File: config.mk
export PLATFORM = sky130hd
export DESIGN_NAME = serial_addsub
export DESIGN_NICKNAME = d
export VERILOG_FILES = /design/src/rtl/alu_pkg.sv /design/src/rtl/AdderSubtractor.sv /design/src/rtl/serial_addsub.sv
export SDC_FILE = /design/constraint.sdc
export NUM_CORES = 1
export LEC_CHECK = 0
export CELL_PAD_IN_SITES_DETAIL_PLACEMENT = 1
export CELL_PAD_IN_SITES_GLOBAL_PLACEMENT = 1
export CORE_MARGIN = 4
export CORE_UTILIZATION = 39
export CTS_CLUSTER_DIAMETER = 50
export DETAILED_ROUTE_END_ITERATION = 8
export PLACE_DENSITY_LB_ADDON = 0.2
export SYNTH_ARGS = -nofsm -noshare
export SYNTH_HDL_FRONTEND = slang
export SYNTH_SLANG_ARGS = --single-unit
File: constraint.sdc
create_clock -name clk -period 3.2 [get_ports clk]
set_input_delay 0.64 -clock clk [delete_from_list [all_inputs] [get_ports clk]]
set_output_delay 0.64 -clock clk [all_outputs]
set_load 0.03 [all_outputs]
File: src/rtl/alu_pkg.sv
// Shared ALU definitions: serial FSM state encoding and the add/sub opcode
// encoding understood by the 1-bit AdderSubtractor cell.
package alu_pkg;

  typedef enum logic [1:0] {IDLE, RUN, DONE} serial_state_t;

  localparam logic OP_ADD = 1'b0;
  localparam logic OP_SUB = 1'b1;

endpackage

File: src/rtl/AdderSubtractor.sv
// 1-bit add/subtract cell: B is inverted for subtract, the caller seeds cin
// with 1 on the LSB so the chain forms A + ~B + 1.
module AdderSubtractor
  import alu_pkg::*;
(
  input  logic clk,
  input  logic A,
  input  logic B,
  input  logic op,
  input  logic cin,
  output logic result,
  output logic cout
);

  logic b_eff;
  logic unused_clk;

  // The cell is purely combinational; the clock pin exists only for pin compatibility.
  assign unused_clk = clk;

  assign b_eff  = B ^ (op == OP_SUB);
  assign result = A ^ b_eff ^ cin;
  assign cout   = (A & b_eff) | (cin & (A ^ b_eff));

endmodule

File: src/rtl/serial_addsub.sv
// Bit-serial WIDTH-bit adder/subtractor: one AdderSubtractor cell evaluated
// once per clock, LSB first, with valid/ready on both operand and result sides.
module serial_addsub
  import alu_pkg::*;
#(
  parameter int WIDTH = 32
) (
  input  logic             clk,
  input  logic             rst_n,
  input  logic             in_valid,
  output logic             in_ready,
  input  logic [WIDTH-1:0] a,
  input  logic [WIDTH-1:0] b,
  input  logic             sub,
  output logic             out_valid,
  input  logic             out_ready,
  output logic [WIDTH-1:0] result,
  output logic             carry,
  output logic             overflow,
  output logic             zero
);

  localparam int CW = $clog2(WIDTH);
  localparam logic [CW-1:0] CNT_MSB_IN = CW'(WIDTH - 2);
  localparam logic [CW-1:0] CNT_LAST   = CW'(WIDTH - 1);

  serial_state_t    state_q;
  logic [CW-1:0]    cnt_q;
  logic [WIDTH-1:0] a_sh_q;
  logic [WIDTH-1:0] b_sh_q;
  logic [WIDTH-1:0] res_sh_q;
  logic             sub_q;
  logic             carry_q;
  logic             c_msb_in_q;

  logic cell_res;
  logic cell_cout;

  AdderSubtractor u_cell (
    .clk    (clk),
    .A      (a_sh_q[0]),
    .B      (b_sh_q[0]),
    .op     (sub_q),
    .cin    (carry_q),
    .result (cell_res),
    .cout   (cell_cout)
  );

  always_ff @(posedge clk) begin
    if (!rst_n) begin
      state_q    <= IDLE;
      cnt_q      <= '0;
      a_sh_q     <= '0;
      b_sh_q     <= '0;
      res_sh_q   <= '0;
      sub_q      <= 1'b0;
      carry_q    <= 1'b0;
      c_msb_in_q <= 1'b0;
    end else begin
      case (state_q)
        IDLE: begin
          if (in_valid) begin
            a_sh_q  <= a;
            b_sh_q  <= b;
            sub_q   <= sub;
            carry_q <= sub;
            cnt_q   <= '0;
            state_q <= RUN;
          end
        end
        RUN: begin
          // Results enter at the MSB so after WIDTH shifts bit 0 sits at bit 0.
          res_sh_q <= {cell_res, res_sh_q[WIDTH-1:1]};
          a_sh_q   <= a_sh_q >> 1;
          b_sh_q   <= b_sh_q >> 1;
          carry_q  <= cell_cout;
          cnt_q    <= cnt_q + CW'(1);
          if (cnt_q == CNT_MSB_IN) c_msb_in_q <= cell_cout;
          if (cnt_q == CNT_LAST)   state_q    <= DONE;
        end
        DONE: begin
          if (out_ready) state_q <= IDLE;
        end
        default: state_q <= IDLE;
      endcase
    end
  end

  assign in_ready  = (state_q == IDLE);
  assign out_valid = (state_q == DONE);
  assign result    = res_sh_q;
  assign carry     = carry_q;
  assign overflow  = c_msb_in_q ^ carry_q;
  assign zero      = ~|res_sh_q;

endmodule
==> results.ini <==
[run_status]
status = finished, final reports clean

[worst_setup_path]
worstSetupPathType = flip-flop to output pin
crit_path_start = result[7]$_SDFFE_PN0P_
reg2reg_start = state_q[0]$_SDFFE_PN0P_
cp_data_required_time_ps = 2560
reg2regPathDepth = 4
timing.rr.end = result[31]$_SDFFE_PN0P_
timing.reg2reg.setup_slack_ps = 1180
timing.critical_path.fanout_max = 4

[pwr]
power.ir.vdd_worst_v = 0.0002360
p_sw_w = 0.0007625
total_power_w = 0.002875
power_leakage_nw = 2.114
combinationalPowerShare_pct = 13.5
share_of_total_power_consumed_by_net_switching_pct = 26.52

[final_timing]
finalCriticalPeriod_ps = 2703
max-slew-margin-rel_pct = 45.97
smallest_hold_slack_ps = 487.3
min_period_over_period_pct = 84.46
maximum_achievable_frequency_mhz = 370.0
grt_setup_unrepaired = no
hold_violations = 0

[min_path]
hp-class = flip-flop to flip-flop
worstHoldEndpoint = a_sh_q[1]$_SDFFE_PN0P_
depth_of_the_worst_hold_timing_path = 2

[synthesis]
number_of_cells_in_the_yosys_synthesis_report = 559
synth-area-yosys_sq_mm = 0.004409
ys.warnings.count = 0
syn_nets = 632
yosys-top-cells-count = sky130_fd_sc_hd__a21oi_1, sky130_fd_sc_hd__nand2_1, sky130_fd_sc_hd__dfxtp_1, sky130_fd_sc_hd__o21ai_0, sky130_fd_sc_hd__buf_2
async_flop_share_pct = 0
synth_area_sq_mm = 0.004409

[run]
warnings = 27

[cells_and_area]
design.final.nets = 708
fin_area_sq_mm = 0.005715

[global_route]
grt_util_all_layers_pct = 18.38

[place]
placed_cells_incl_taps = 764

[die]
die_width_um = 114.3
coreArea_sq_mm = 0.01094

[routing]
number_of_optimization_iterations_in_the_first_detailed_route_pass = 4
route.final.wire_length_um = 11910

[clock_network]
cts.clk_slew.worst_paths_ps = 80
tritoncts = done
ctsHtreeMaxLevel = 3
cts_made_buffers = 9
cts_sinks = 106

==> cells in the final DEF (no fill, tap or decap), types with 2 or more instances in the layout <==
cell and count:
sky130_fd_sc_hd__a21oi_1 154, sky130_fd_sc_hd__nand4_1 3, sky130_fd_sc_hd__nor4_1 8, sky130_fd_sc_hd__a31oi_1 2, sky130_fd_sc_hd__clkbuf_16 9, sky130_fd_sc_hd__a211oi_1 2
sky130_fd_sc_hd__nor2_1 11, sky130_fd_sc_hd__mux2i_1 2, sky130_fd_sc_hd__clkdlybuf4s50_1 104, sky130_fd_sc_hd__a22oi_1 5, sky130_fd_sc_hd__buf_4 8, sky130_fd_sc_hd__ha_1 3
sky130_fd_sc_hd__clkinv_4 2, sky130_fd_sc_hd__or3_1 2, sky130_fd_sc_hd__nand2_1 126, sky130_fd_sc_hd__dfxtp_1 106, sky130_fd_sc_hd__nand3_1 2, sky130_fd_sc_hd__o21ai_0 62
sky130_fd_sc_hd__inv_8 2, sky130_fd_sc_hd__inv_1 5
==> per-layer routing <==
layer  up-vias  part of all wire (%)  track usage (%)
li1       2076                     -                -
met1      2005                    46            23.91
met2        72                    50            31.34
met3         7                   3.5            2.960
met4         0                  0.86            5.622
met5         -                     0                0
==> cell families (layout without fill, tap and decap cells) <==
family	Yosys count	count (layout)	synth area share [%]
and+or+nand+nor	159	159	15.04
AOI/OAI and AO/OA	231	231	27.50
adders and majority gates	4	4	1.305
xor gates and xnor gates	2	2	0.3973
DFF	106	106	48.13
muxes	2	2	0.4540
buffers and inverters	55	136	7.179
==> critical path, stage by stage (launching register included) <==
cell and delay, ps:
sky130_fd_sc_hd__dfxtp_1 350, sky130_fd_sc_hd__nor4_1 380, sky130_fd_sc_hd__nand4_1 190, sky130_fd_sc_hd__nor2_1 130, sky130_fd_sc_hd__clkdlybuf4s50_1 680
==> layout make-up <==
type	count	area (sq um)	area share (%)
clock buffers	9	225.2	3.940
clock inverters	7	61.31	1.073
inverters	6	22.52	0.3940
multi-input cells	398	1983	34.70
flip-flops and latches	106	2122	37.13
well taps	140	175.2	3.065
repair buffers	114	1126	19.70
==> power groups by stage <==
stage / registers (W) / logic [W] / clock network [W]
after floorplan: 0.00146 / 0.000248 / 0
after global placement: 0.00146 / 0.000380 / 0
after detailed placement: 0.00147 / 0.000393 / 0
after CTS: 0.00144 / 0.000396 / 0.00108
after global routing: 0.00145 / 0.000438 / 0.00114
final: 0.00144 / 0.000389 / 0.00105
==> registers in the layout, indices dropped and copies added (netlist names) <==
| register | cells |
|---|---|
| sub_q | 1 |
| result | 32 |
| b_sh_q | 32 |
| cnt_q | 5 |
| c_msb_in_q | 1 |
| carry | 1 |
| a_sh_q | 32 |
| state_q | 2 |
==> metrics by stage <==
step	worst slack [ps]	utilization (%)
5_1_grt	393.9	52.27
3_3_place_gp	804.7	49.65
6_report	497.3	52.27
2_1_floorplan	1316	-
3_5_place_dp	704.3	49.65
4_1_cts	454.2	52.27
**Pin map**

Scale: 3 px per um. Pins as bars across the die edge, other pins in gray.
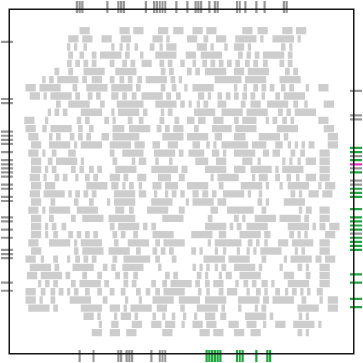
legend:
  out_valid:
    color: magenta
    pins: 1
    direction: output
    edge: right
  result:
    color: green
    pins: 32
    direction: output
    edge: 20 right, 12 bottom
all pins by edge: 29 right, 28 top, 26 left, 23 bottom
floorplan die height: 114.3 um
number of buffers added on ports: 105

**The metal 1 layer**

Scale: 3 px per um. Supply wires on this layer in gray.
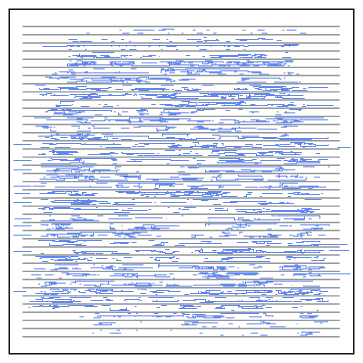
nets with wire on the layer: 627
share of all routed wire: 46%
main direction: horizontal
longest straight run: 58.9 um

No activity file was given, so power comes from the tool's default toggle rates.
